==> config.mk <==
export PLATFORM = sky130hd
export DESIGN_NAME = seq_detect_prog_flat
export DESIGN_NICKNAME = d
export VERILOG_FILES = /design/src/rtl/seq_det_pkg.sv /design/src/rtl/seq_detect_prog_if.sv /design/src/rtl/seq_det_sat_cnt.sv /design/src/rtl/seq_detect_prog.sv /design/src/flat_wrapper.sv
export SDC_FILE = /design/constraint.sdc
export NUM_CORES = 1
export LEC_CHECK = 0
export CAP_MARGIN = 20
export CORE_MARGIN = 2
export CORE_UTILIZATION = 40
export CTS_CLUSTER_DIAMETER = 150
export DETAILED_ROUTE_END_ITERATION = 8
export PLACE_DENSITY = 0.68
export SLEW_MARGIN = 10
export SYNTH_ARGS = -nofsm -noshare
export SYNTH_HDL_FRONTEND = slang
export SYNTH_HIERARCHICAL = 1
export SYNTH_SLANG_ARGS = --single-unit
==> constraint.sdc <==
create_clock -name clk -period 4.3 [get_ports clk]
set_input_delay 0.86 -clock clk [delete_from_list [all_inputs] [get_ports clk]]
set_output_delay 0.86 -clock clk [all_outputs]
set_load 0.1 [all_outputs]
==> src/rtl/seq_det_pkg.sv <==
// Shared defaults and helpers for the programmable serial pattern detector.
package seq_det_pkg;

  localparam int          DEF_PAT_W   = 8;
  localparam int          DEF_CNT_W   = 16;
  localparam logic [31:0] DEF_RST_PAT = 32'h0000_000D;
  localparam int          DEF_RST_LEN = 4;
  localparam bit          DEF_RST_OVL = 1'b1;

  // A pattern shorter than two bits is meaningless; longer than PAT_W cannot be held.
  function automatic logic len_ok(input int len, input int pat_w);
    return (len >= 2) && (len <= pat_w);
  endfunction

endpackage

==> src/rtl/seq_detect_prog_if.sv <==
// Bit stream, configuration and result bundle of the pattern detector.
interface seq_detect_prog_if
  import seq_det_pkg::*;
#(
  parameter int PAT_W = DEF_PAT_W,
  parameter int CNT_W = DEF_CNT_W
);
  localparam int LEN_W = $clog2(PAT_W + 1);

  logic             in_valid;
  logic             in_bit;
  logic             cfg_load;
  logic [PAT_W-1:0] cfg_pattern;
  logic [LEN_W-1:0] cfg_len;
  logic             cfg_overlap;
  logic             cnt_clr;
  logic             match;
  logic [CNT_W-1:0] match_cnt;
  logic             cfg_err;

  modport master (
    output in_valid, in_bit, cfg_load, cfg_pattern, cfg_len, cfg_overlap, cnt_clr,
    input  match, match_cnt, cfg_err
  );

  modport slave (
    input  in_valid, in_bit, cfg_load, cfg_pattern, cfg_len, cfg_overlap, cnt_clr,
    output match, match_cnt, cfg_err
  );

endinterface

==> src/rtl/seq_det_sat_cnt.sv <==
// Saturating up-counter with synchronous clear; clear has priority over increment.
module seq_det_sat_cnt #(
  parameter int W = 16
) (
  input  logic         clk,
  input  logic         rst,
  input  logic         clr,
  input  logic         inc,
  output logic [W-1:0] cnt
);

  always_ff @(posedge clk) begin
    if (rst) begin
      cnt <= '0;
    end else if (clr) begin
      cnt <= '0;
    end else if (inc && (cnt != {W{1'b1}})) begin
      cnt <= cnt + W'(1);
    end
  end

endmodule

==> src/rtl/seq_detect_prog.sv <==
// Programmable serial pattern detector: shifts accepted bits into a history and
// flags each completion of the configured pattern, optionally without overlap.
module seq_detect_prog
  import seq_det_pkg::*;
#(
  parameter int             PAT_W   = DEF_PAT_W,
  parameter int             CNT_W   = DEF_CNT_W,
  parameter logic [PAT_W-1:0] RST_PAT = PAT_W'(DEF_RST_PAT),
  parameter int             RST_LEN = DEF_RST_LEN,
  parameter bit             RST_OVL = DEF_RST_OVL
) (
  input logic              clk,
  input logic              rst,
  seq_detect_prog_if.slave bus
);

  localparam int               LEN_W = $clog2(PAT_W + 1);
  localparam logic [LEN_W-1:0] FULL  = LEN_W'(PAT_W);

  // The oldest history bit falls off on the next shift, so only PAT_W-1 bits are kept.
  logic [PAT_W-2:0] hist;
  logic [PAT_W-1:0] pat;
  logic [LEN_W-1:0] len;
  logic             ovl;
  logic [LEN_W-1:0] fill;
  logic             match_r;
  logic             cfg_err_r;

  logic [PAT_W-1:0] hist_nxt;
  logic [PAT_W-1:0] mask;
  logic [LEN_W-1:0] fill_inc;
  logic             accept;
  logic             cfg_ok;
  logic             complete;

  always_comb begin
    accept   = bus.in_valid && !bus.cfg_load;
    cfg_ok   = len_ok(int'(bus.cfg_len), PAT_W);
    hist_nxt = {hist, bus.in_bit};
    fill_inc = (fill == FULL) ? fill : fill + LEN_W'(1);
    mask     = ~({PAT_W{1'b1}} << len);
    complete = accept && (fill_inc >= len) && ((hist_nxt & mask) == (pat & mask));
  end

  always_ff @(posedge clk) begin
    if (rst) begin
      hist      <= '0;
      fill      <= '0;
      pat       <= RST_PAT;
      len       <= LEN_W'(RST_LEN);
      ovl       <= RST_OVL;
      match_r   <= 1'b0;
      cfg_err_r <= 1'b0;
    end else begin
      match_r   <= complete;
      cfg_err_r <= bus.cfg_load && !cfg_ok;
      // A load in the same cycle as a bit wins, even if the load is rejected.
      if (bus.cfg_load) begin
        if (cfg_ok) begin
          pat  <= bus.cfg_pattern;
          len  <= bus.cfg_len;
          ovl  <= bus.cfg_overlap;
          fill <= '0;
        end
      end else if (bus.in_valid) begin
        hist <= hist_nxt[PAT_W-2:0];
        fill <= (complete && !ovl) ? '0 : fill_inc;
      end
    end
  end

  seq_det_sat_cnt #(
    .W (CNT_W)
  ) u_cnt (
    .clk (clk),
    .rst (rst),
    .clr (bus.cnt_clr),
    .inc (complete),
    .cnt (bus.match_cnt)
  );

  assign bus.match   = match_r;
  assign bus.cfg_err = cfg_err_r;

endmodule

==> src/flat_wrapper.sv <==
// flat-port wrapper written by rule: the top's interface ports become plain ports
module seq_detect_prog_flat import seq_det_pkg::*;
#(
  parameter int             PAT_W   = DEF_PAT_W,
  parameter int             CNT_W   = DEF_CNT_W,
  parameter logic [PAT_W-1:0] RST_PAT = PAT_W'(DEF_RST_PAT),
  parameter int             RST_LEN = DEF_RST_LEN,
  parameter bit             RST_OVL = DEF_RST_OVL
)
  (clk, rst, bus_in_valid, bus_in_bit, bus_cfg_load, bus_cfg_pattern, bus_cfg_len, bus_cfg_overlap, bus_cnt_clr, bus_match, bus_match_cnt, bus_cfg_err);
  seq_detect_prog_if #(.PAT_W(PAT_W), .CNT_W(CNT_W)) bus_i ();
  input logic clk;
  input logic rst;
  input wire logic [$bits(bus_i.in_valid)-1:0] bus_in_valid;
  input wire logic [$bits(bus_i.in_bit)-1:0] bus_in_bit;
  input wire logic [$bits(bus_i.cfg_load)-1:0] bus_cfg_load;
  input wire logic [$bits(bus_i.cfg_pattern)-1:0] bus_cfg_pattern;
  input wire logic [$bits(bus_i.cfg_len)-1:0] bus_cfg_len;
  input wire logic [$bits(bus_i.cfg_overlap)-1:0] bus_cfg_overlap;
  input wire logic [$bits(bus_i.cnt_clr)-1:0] bus_cnt_clr;
  output wire logic [$bits(bus_i.match)-1:0] bus_match;
  output wire logic [$bits(bus_i.match_cnt)-1:0] bus_match_cnt;
  output wire logic [$bits(bus_i.cfg_err)-1:0] bus_cfg_err;
  assign bus_i.in_valid = bus_in_valid;
  assign bus_i.in_bit = bus_in_bit;
  assign bus_i.cfg_load = bus_cfg_load;
  assign bus_i.cfg_pattern = bus_cfg_pattern;
  assign bus_i.cfg_len = bus_cfg_len;
  assign bus_i.cfg_overlap = bus_cfg_overlap;
  assign bus_i.cnt_clr = bus_cnt_clr;
  assign bus_match = bus_i.match;
  assign bus_match_cnt = bus_i.match_cnt;
  assign bus_cfg_err = bus_i.cfg_err;
  seq_detect_prog #(.PAT_W(PAT_W), .CNT_W(CNT_W), .RST_PAT(RST_PAT), .RST_LEN(RST_LEN), .RST_OVL(RST_OVL)) u_core (.clk(clk), .rst(rst), .bus(bus_i));
endmodule
==> results.toml, run 1 <==
# implementation run metrics
[synth]
top_logic_kind = "simple AND/OR/NAND/NOR gates"
avgSynthCellArea_um2 = 8.518
synth.net_count = 291
ys_sh_mux_pct = 3.991
synthAdderAreaFrac_pct = 4.379
top_area_share_pct = 37.25
synthTopCellsByCount = "nand2_1 (44), dfxtp_1 (42), a21oi_1 (22), nand3_1 (15), nor2_1 (11)"
async_flop_share_pct = 0
ys_warn_count = 6

[final_timing]
fin_crit_ns = 3.326
hold_slack_ns = 0.4711
setup_viol = 0
slew_violations = 0

[cells_and_area]
layout-drive-gt1-share_pct = 9.635
comb_share_pct = 47.36
syn_to_final_growth_pct = 23.00
final-clk-cell-share_pct = 3.966

[clocking]
postCtsResizedCells = 0
cts_buffers = 5
tritoncts = "done"
insertion_delay_ns = 0.30

[power]
top_power_group = "registers"
comb_power_share_pct = 12.1
powerDensity_nw_per_um2 = 295.0
p_seq_mw = 0.409
p_clk_mw = 0.311
power.leakage_nw = 0.9915

[placement]
dp_hpwl_mm = 3.782

[critical_path]
cp_data_arrival_time_ns = 3.53
rrSetupSlack_ns = 1.01
startpoint_type = "input pin"

[drt]
totalWireLength_mm = 5.347
vias = 2010
drc = 0

[flow_run]
maxCapViolations = 0

[global_route]
grt_pass1_vias = 1858

[floorplan]
rows = 27
die_y_um = 79.12

[outcome]
outcome = "finished clean"
==> run 1: registers in the layout, indices dropped and copies added, names as in the netlist <==
signal and count:
u_core/len 4, u_core/hist 7, u_core/pat 8, u_core/u_cnt/cnt 16, u_core/bus.cfg_err 1, u_core/ovl 1
u_core/bus.match 1, u_core/fill 4
==> run 1: per-stage QoR <==
step           std cells  setup WS, ns
3_5_place_dp         365        0.7352
2_1_floorplan        265         1.432
6_report             373        0.9740
3_3_place_gp         365        0.8272
4_1_cts              373         1.024
5_1_grt              373        0.6391
==> run 1: final timing paths <==
kind	from	to	cells after the start
max	bus_in_valid	u_core/u_cnt/cnt[12]$_SDFFE_PP0P_	9
min reg2reg	u_core/pat[7]$_SDFFE_PP0P_	u_core/pat[7]$_SDFFE_PP0P_	2
max reg2reg	u_core/fill[0]$_SDFFE_PP0P_	u_core/u_cnt/cnt[12]$_SDFFE_PP0P_	14
min	u_core/pat[7]$_SDFFE_PP0P_	u_core/pat[7]$_SDFFE_PP0P_	2
==> run 1: layout by cell type (no fill, tap or decap), drive strengths merged, types with 2 or more instances in the layout <==
cell	count
inv	8
clkbuf	6
nand4	4
mux2i	9
dfxtp	42
a32oi	4
and3	6
nand3	15
a2111o	2
nor2	11
buf	4
xor2	3
o21a	2
nand3b	5
xnor2	7
a211oi	4
o21ai	12
nand2	44
clkdlybuf4s50	36
or3	8
and2	4
nand2b	2
o22ai	4
a21oi	23
a31oi	4
ha	7
a2111oi	2
nor3	7
==> run 1: per-layer routing <==
layer | vias to the layer above | routed length, µm | GRT usage [%]
met4 | 0 | 78 | 6.552
met3 | 7 | 178 | 3.409
met1 | 943 | 2655 | 24.91
met5 | - | 0 | 0
met2 | 34 | 2434 | 27.97
li1 | 1026 | - | -
Fig. 1: run 1, met1 routing
Scale bar: 20 µm. Supply wires on this layer in gray. Cells faint in the background.
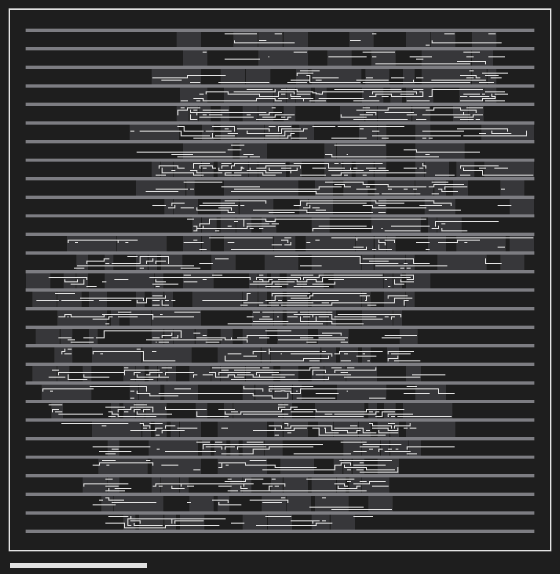
wire length on this layer: 2660 µm
main direction: horizontal

Fig. 2: run 1, zoomed window
Scale bar: 10 µm. Window x 20 to 60, y 4 to 44 µm. Cells in gray, sequential cells in the stronger gray; small squares are vias.
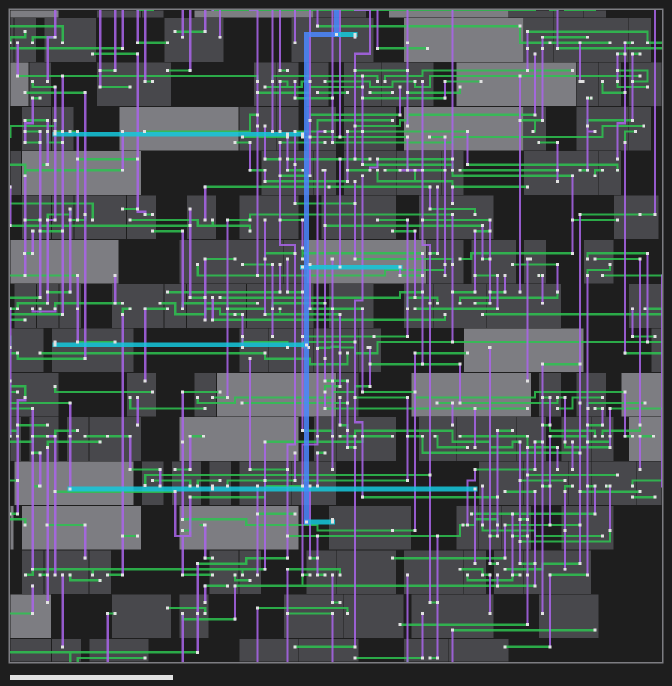
| color | layer |
|---|---|
| purple | M2 |
| blue | M4 |
| cyan | M3 |
| green | M1 |
most frequent: nand2_1 (22), dfxtp_1 (14), clkdlybuf4s50_1 (11)
sequential cells in the window: 14
netlist names of flops here include: u_core/fill (4), u_core/hist (4), u_core/len (2)
cells with their middle in the window: 136

Fig. 3: run 1, routing congestion
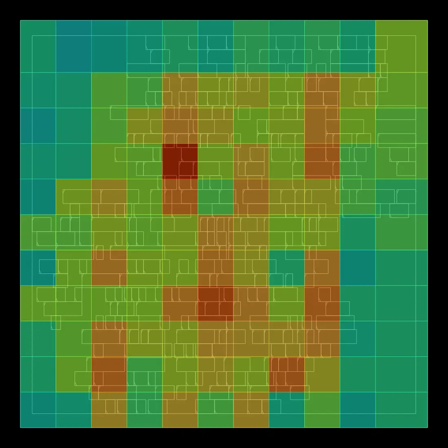
GRT Max-Usage Layer: met2
Tot GR Track Use: 18.03%
GRT met2 Usage: 27.97%
routing usage on met3: 3.409%
met1 GRT Util: 24.91%

Fig. 4: run 1, cells by drive strength
Scale bar: 20 µm.
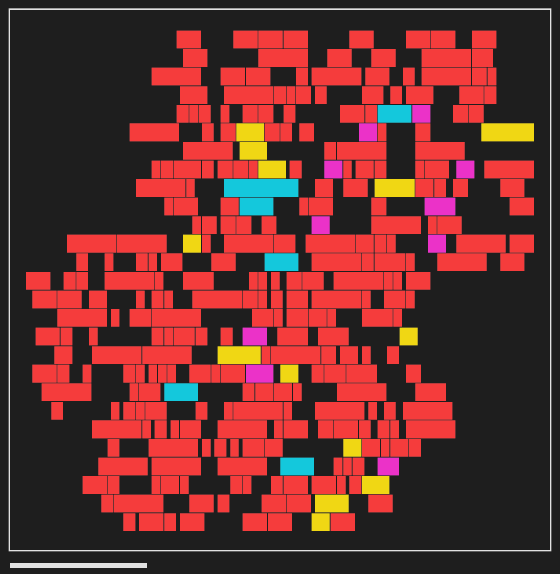

==> run 1 -> run 2 <==
Clock period 4.3 ns to 3.4 ns, I/O delays scaled along.
Fig. 5: run 2, cells by drive strength
Scale bar: 20 µm.
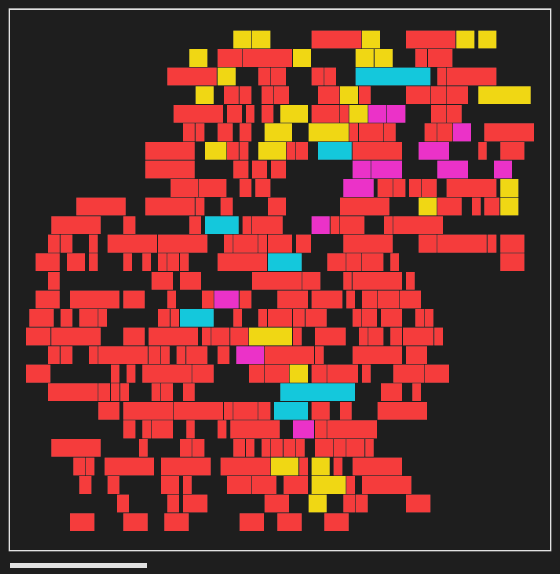
| color | size | cells | most used |
|---|---|---|---|
| yellow | x3 and x4 | 28 | buf_4 |
| red | x1 and smaller | 253 | nand2_1 |
| magenta | x2 | 13 | a211oi_2 |
| cyan | x6 and larger | 7 | clkbuf_8 |

==> results.toml, run 2 <==
# implementation run metrics
[critical_path]
startpoint = "u_core/fill[0]$_SDFFE_PP0P_"
r2r_start = "u_core/fill[0]$_SDFFE_PP0P_"
startpoint_type = "register"
worst-path-stages = 14
rrSetupSlack_ns = 0.25
endpoint = "u_core/u_cnt/cnt[12]$_SDFFE_PP0P_"
worstReg2RegEnd = "u_core/u_cnt/cnt[12]$_SDFFE_PP0P_"
reg2regPathDepth = 14
cp_data_arrival_time_ns = 3.36
path_cells = "inv_1 -> ha_1 -> nand2_1 -> nand2_1 -> mux2i_1 -> ha_1 -> o21a_1 -> o21ai_1 -> a2111oi_1 -> o211a_4 -> and4_4 -> and3_1 -> a31oi_1 -> a311oi_1"

[clocking]
insertion_delay_ns = 0.30
cts_sinks = 42
postCtsResizedCells = 0
postCtsSetupBuffers = 0
cts_max_level = 2
tritoncts = "done"
cts_buffers = 5

[flow_run]
maxCapViolations = 0

[global_route]
grt_max_degree = 32
track_usage_pct = 16.78
grt_pass1_vias = 1864

[floorplan]
rows = 27
dieArea_um2 = 6260
die_y_um = 79.12

[synth]
ys_warn_count = 6
async_flop_share_pct = 0
synthTopCellsByCount = "nand2_1 (44), dfxtp_1 (42), a21oi_1 (22), nand3_1 (15), nor2_1 (11)"
simple_gate_area_share_pct = 26.44
top_area_share_pct = 37.25
avgSynthCellArea_um2 = 8.518
synth_area_um2 = 2257
synth.net_count = 291
synthCells = 265
top_logic_kind = "simple AND/OR/NAND/NOR gates"
synthAdderAreaFrac_pct = 4.379
ys_sh_mux_pct = 3.991

[placement]
dp_hpwl_mm = 3.544
place_inst = 365
gp_congestion = 0.8512
dpl_worst_slack_ns = 0.2462

[outcome]
outcome = "finished clean"

[cells_and_area]
diodes = 0
final_common_cell = "nand2_1"
max_flop_register = "u_core/u_cnt/cnt"
layout-drive-gt1-share_pct = 15.95
fin_cells = 373
largest_register_ffs = 16
logic_area_um2 = 1330
top_regs = "u_core/u_cnt/cnt (16), u_core/pat (8), u_core/hist (7)"
lay_top_cells = "nand2_1 (44), dfxtp_1 (42), a21oi_1 (22)"
syn_to_final_growth_pct = 23.23

[power]
power.leakage_nw = 1.040
powerDensity_nw_per_um2 = 400.9

[min_path]
holdPathEnd = "u_core/pat[4]$_SDFFE_PP0P_"
min_path_cells = 2
hold_path.startpoint = "u_core/pat[4]$_SDFFE_PP0P_"

[drt]
vias = 1999
drt_iter0_drc = 111
first_pass_iters = 4
totalWireLength_mm = 4.957
drc = 0

[final_timing]
tightestPinTransition_ns = 0.9776
fin_crit_sh_pct = 92.71
rsz0062_at_grt = "yes"
slew_violations = 0
fin_crit_ns = 3.152
setup_viol = 0
setup_ws_ns = 0.2478
Fig. 6: run 2, met1 routing
Scale bar: 20 µm. Supply wires on this layer in gray. Cells faint in the background.
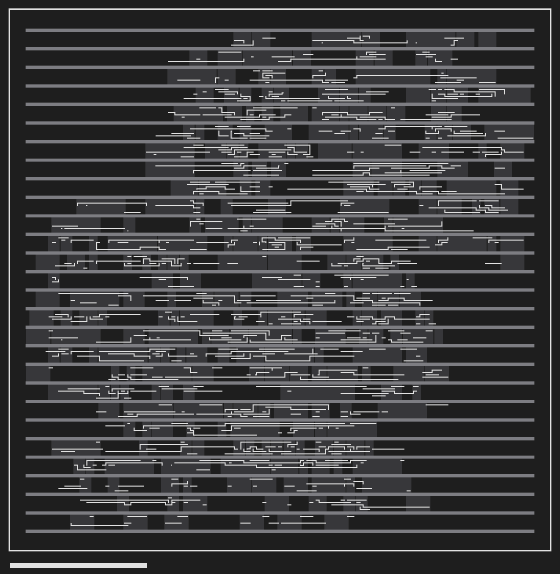
longest straight run: 23.0 µm
wire length on this layer: 2260 µm

==> run 2: cell types whose count changed in the layout (fill, tap and decap cells not counted), sizes merged <==
| cell | change |
|---|---|
| buf | +15 |
| clkdlybuf4s50 | -15 |
| bufinv | +1 |
| clkbuf | -1 |
| clkinv | +1 |
| clkinvlp | -1 |
==> run 2: cell families (layout without fill, tap and decap cells) <==
group,Yosys count,in the layout
buffers and inverters,20,56
XOR/XNOR,10,10
AND/OR/NAND/NOR,110,110
multiplexers,9,9
flip-flops,42,42
AND-OR/OR-AND,66,66
adder cells (fa/ha/maj),8,8
==> run 2: routing by layer <==
metal  up-vias  global-route usage, %  share of wire (%)
met5         -                      0                  0
met4         0                  5.862                1.2
met3         7                  3.182                3.8
met2        39                  28.05                 49
met1       929                  21.60                 46
li1       1024                      -                  -
==> run 2: layout make-up <==
class                           count  share of cell area, %
Clock buffer                        5                  2.474
Inverter                            8                  1.080
Sequential cell                    42                  30.23
Timing Repair Buffer               40                  12.69
Clock inverter                      3                  2.474
Multi-Input combinational cell    203                  47.82
Tap cell                           72                  3.239
==> run 2: where the power goes <==
| group | switching [mW] | total (mW) | internal, mW |
|---|---|---|---|
| Clock | 0.181 | 0.475 | 0.294 |
| Sequential | 0.0125 | 0.517 | 0.505 |
| Combinational | 0.0655 | 0.123 | 0.0577 |
==> run 2: stage by stage <==
stage	TNS, ns	utilization (%)	hold WS [ns]	cell area [µm²]
finish	0	50.82	0.4745	2781
global route	-0.01579	50.82	0.4996	2781
CTS	0	50.55	0.4766	2766
detailed placement	0	48.03	0.4639	2629
global placement	0	48.03	0.4552	2629
floorplan	0	-	0.4478	2257
Power figures rest on the tool's default switching activity, not on a simulated workload.
